## src/rtl/mult_pkg.sv

```systemverilog
// Shared types and defaults for the shift-add multiplier controller.
// Holds the FSM state encoding and default WIDTH / APPROX_BITS values.
package mult_pkg;

    localparam int MULT_WIDTH  = 8;
    localparam int MULT_APPROX = 4;

    typedef enum logic [1:0] {
        IDLE = 2'd0,
        RUN  = 2'd1,
        DONE = 2'd2
    } state_t;

endpackage

```

## src/rtl/acc_adder.sv

```systemverilog
// Accumulate adder: WIDTH-bit operands, WIDTH+1-bit sum.
// Ports: i_a, i_b (operands), o_sum (carry + sum).
// Build macro APPROX_MULT_EN selects a lower-part-OR adder: the low
// APPROX_BITS bits are a|b, the upper bits add exactly with no carry-in.
module acc_adder
    import mult_pkg::*;
#(
    parameter int WIDTH       = MULT_WIDTH,
    parameter int APPROX_BITS = MULT_APPROX
) (
    input  logic [WIDTH-1:0] i_a,
    input  logic [WIDTH-1:0] i_b,
    output logic [WIDTH:0]   o_sum
);

`ifdef APPROX_MULT_EN
    localparam int HI_W = WIDTH - APPROX_BITS;

    logic [HI_W:0]        w_hi;
    logic [APPROX_BITS-1:0] w_lo;

    assign w_lo  = i_a[APPROX_BITS-1:0] | i_b[APPROX_BITS-1:0];
    assign w_hi  = {1'b0, i_a[WIDTH-1:APPROX_BITS]}
                 + {1'b0, i_b[WIDTH-1:APPROX_BITS]};
    assign o_sum = {w_hi, w_lo};
`else
    assign o_sum = {1'b0, i_a} + {1'b0, i_b};
`endif

endmodule

```

## src/rtl/shift_add_mult_ctrl.sv

```systemverilog
// Sequential shift-add unsigned multiplier, fixed WIDTH-cycle RUN phase.
// Ports: clk, rst_n (sync, active-low), start/op_a/op_b in,
// ready/busy/done/product out. Macro APPROX_MULT_EN: approximate adder.
module shift_add_mult_ctrl
    import mult_pkg::*;
#(
    parameter int WIDTH       = MULT_WIDTH,
    parameter int APPROX_BITS = MULT_APPROX
) (
    input  logic               clk,
    input  logic               rst_n,
    input  logic               start,
    input  logic [WIDTH-1:0]   op_a,
    input  logic [WIDTH-1:0]   op_b,
    output logic               ready,
    output logic               busy,
    output logic               done,
    output logic [2*WIDTH-1:0] product
);

    localparam int CNT_W = $clog2(WIDTH);
    localparam logic [CNT_W-1:0] LAST = CNT_W'(WIDTH - 1);

    state_t             r_state;
    logic [WIDTH-1:0]   r_mcand;
    logic [WIDTH-1:0]   r_acc_hi;
    logic [WIDTH-1:0]   r_low;
    logic [CNT_W-1:0]   r_cnt;
    logic               r_ready;
    logic               r_busy;
    logic               r_done;
    logic [2*WIDTH-1:0] r_product;

    logic [WIDTH:0]     w_add;
    logic [WIDTH:0]     w_sum;

    acc_adder #(
        .WIDTH       (WIDTH),
        .APPROX_BITS (APPROX_BITS)
    ) u_add (
        .i_a   (r_acc_hi),
        .i_b   (r_mcand),
        .o_sum (w_add)
    );

    // {carry,acc_hi}; the carry only lives for one cycle since the
    // right shift always moves it into acc_hi's MSB.
    assign w_sum = r_low[0] ? w_add : {1'b0, r_acc_hi};

    always_ff @(posedge clk) begin
        if (!rst_n) begin
            r_state   <= IDLE;
            r_mcand   <= '0;
            r_acc_hi  <= '0;
            r_low     <= '0;
            r_cnt     <= '0;
            r_ready   <= 1'b1;
            r_busy    <= 1'b0;
            r_done    <= 1'b0;
            r_product <= '0;
        end else begin
            unique case (r_state)
                IDLE: begin
                    if (start) begin
                        r_mcand  <= op_a;
                        r_low    <= op_b;
                        r_acc_hi <= '0;
                        r_cnt    <= '0;
                        r_state  <= RUN;
                        r_ready  <= 1'b0;
                        r_busy   <= 1'b1;
                    end
                end
                RUN: begin
                    r_acc_hi <= w_sum[WIDTH:1];
                    r_low    <= {w_sum[0], r_low[WIDTH-1:1]};
                    r_cnt    <= r_cnt + 1'b1;
                    if (r_cnt == LAST) begin
                        r_state   <= DONE;
                        r_done    <= 1'b1;
                        // Shifted {acc_hi,low} of this final step.
                        r_product <= {w_sum, r_low[WIDTH-1:1]};
                    end
                end
                DONE: begin
                    r_state <= IDLE;
                    r_done  <= 1'b0;
                    r_busy  <= 1'b0;
                    r_ready <= 1'b1;
                end
                default: begin
                    r_state <= IDLE;
                    r_done  <= 1'b0;
                    r_busy  <= 1'b0;
                    r_ready <= 1'b1;
                end
            endcase
        end
    end

    assign ready   = r_ready;
    assign busy    = r_busy;
    assign done    = r_done;
    assign product = r_product;

endmodule

```

## config.mk

```make
export PLATFORM = sky130hd
export DESIGN_NAME = shift_add_mult_ctrl
export DESIGN_NICKNAME = d
export VERILOG_FILES = /design/src/rtl/mult_pkg.sv /design/src/rtl/acc_adder.sv /design/src/rtl/shift_add_mult_ctrl.sv
export SDC_FILE = /design/constraint.sdc
export NUM_CORES = 1
export LEC_CHECK = 0
export ABC_AREA = 1
export CAP_MARGIN = 10
export CORE_MARGIN = 3
export CORE_UTILIZATION = 29
export DETAILED_ROUTE_END_ITERATION = 16
export PLACE_DENSITY = 0.5
export SLEW_MARGIN = 10
export SYNTH_ARGS = -nofsm -noshare
export SYNTH_HDL_FRONTEND = slang
export SYNTH_SLANG_ARGS = --single-unit
```

## constraint.sdc

```tcl
create_clock -name clk -period 5.2 [get_ports clk]
set_clock_uncertainty 0.15 [all_clocks]
set_input_delay 1.04 -clock clk [delete_from_list [all_inputs] [get_ports clk]]
set_output_delay 1.04 -clock clk [all_outputs]
set_load 0.02 [all_outputs]
```

**Met3 routing**

Drawn at 4 px/um.
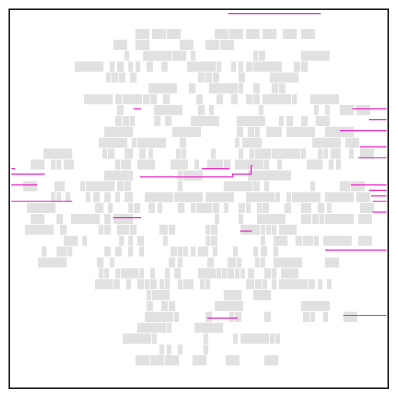
main direction: horizontal
share of all routed wire: 3.8%
nets with wire on the layer: 19
drt total wl: 5030 um
met3 Resource Use GR: 2.79%
vias: 1942

**I/O pins on the die edge**

Drawn at 4 px/um. Pins as bars across the die edge, other pins in grey.
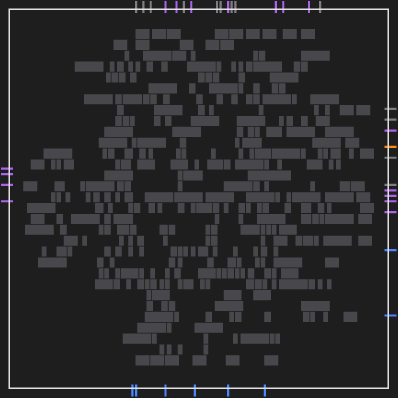
| colour | port | pins | direction | edge |
|---|---|---|---|---|
| purple | product | 16 | output | 7 top, 5 right, 4 left |
| blue | op_a | 8 | input | 6 bottom, 2 right |
| orange | start | 1 | input | right |
all pins by edge: 16 top, 12 right, 6 bottom, 4 left
Die X: 94.4 um
port bufs: 37

==> out/metrics.yaml <==
finish:
  syn2layout_area_growth_pct: 24.2
  final_cell_mix: "nand2_1 (67), dfxtp_1 (48), clkdlybuf4s50_1 (37), inv_1 (32), o21ai_1 (27)"
  fin_nets: 371
clock_network:
  htreeDepth: 2
  cts_tree: "built"
  cts_made_buffers: 5
  post_cts_buffers: 0
critical_path:
  cp_max_fo: 33
  crit_arrival_ns: 2.57
  crit_required_ns: 5.29
  criticalPathCategory: "in -> reg"
  rr_endpoint: "product[1]$_SDFFE_PN0P_"
  worstSetupEndpointType: "flop"
logic_synthesis:
  yosys.area_share.simple_pct: 25.0
  yosys_warnings: 0
  synthArstFlopShare_pct: 0
  postSynthSeqShare_pct: 42.4
  dominantRegCellSynth: "dfxtp_1"
  syn_area_per_cell_um2: 7.38
floorplanning:
  chip_area_mm2: 0.00891
  coreArea_mm2: 0.00741
  num_rows: 31
global_routing:
  antenna_found_initial: 0
  grt_usage_pct: 12.3
  gr-total-overflow: 0
worst_hold_path:
  min_to: "ready$_SDFFE_PN1P_"
  hold_path_startpoint: "ready$_SDFFE_PN1P_"
  whs_path_depth: 2
  holdCritPathClass: "reg -> reg"
sta:
  setup_tns_ns: 0
  slew_headroom_pct: 64.3
  tightest_slew_ns: 0.535
route:
  first_iter_violations: 97
  drc: 0
flow_run:
  warnings: 26
run_status:
  status: "completed"
state kept, by name (all words and copies together), names as in the netlist:
name and count:
busy 1, done 1, product 16, r_acc_hi 8
r_cnt 3, r_low 8, r_mcand 8, r_state 2
ready 1
where the power goes:
part           switching (mW)  internal, mW  total [mW]
clock                   0.135         0.145       0.279
sequential             0.0107         0.384       0.394
combinational          0.0634        0.0427       0.106
total                   0.209         0.571       0.780
per-layer routing:
metal | vias up | share of wire (%)
met3 | 7 | 3.8
met2 | 25 | 45
met4 | 0 | 1.6
met5 | - | 0
li1 | 1059 | -
met1 | 851 | 50
critical path, cell delays in order:
cell,delay [ns]
clkdlybuf4s50_1,0.45
buf_4,0.31
inv_1,0.33
nor2_4,0.21
inv_2,0.10
o21ai_1,0.12
metrics by stage:
| stage | utilization [%] | cells | cell area (um2) |
|---|---|---|---|
| after global routing | 38.0 | 441 | 2820 |
| after global placement | 36.4 | 433 | 2700 |
| after CTS | 38.0 | 441 | 2820 |
| after floorplan | - | 307 | 2270 |
| after detailed placement | 36.4 | 433 | 2700 |
| final | 38.0 | 441 | 2820 |
cell families (layout without fill, tap and decap cells):
kind of cell	after synthesis	in the layout
AOI/OAI and AO/OA	72	72
adders and majority gates	11	11
buffers and inverters	47	82
DFF	48	48
muxes	1	1
and+or+nand+nor	128	128
layout make-up:
cell class	count	area, um2
clock buffer	5	68.8
clock inverter	3	46.3
fill	782	4590
inverter	36	138
multi-input combinational	212	1100
sequential	48	961
tap	99	124
timing repair buffer	38	378
No activity file was given, so power comes from the tool's default toggle rates.
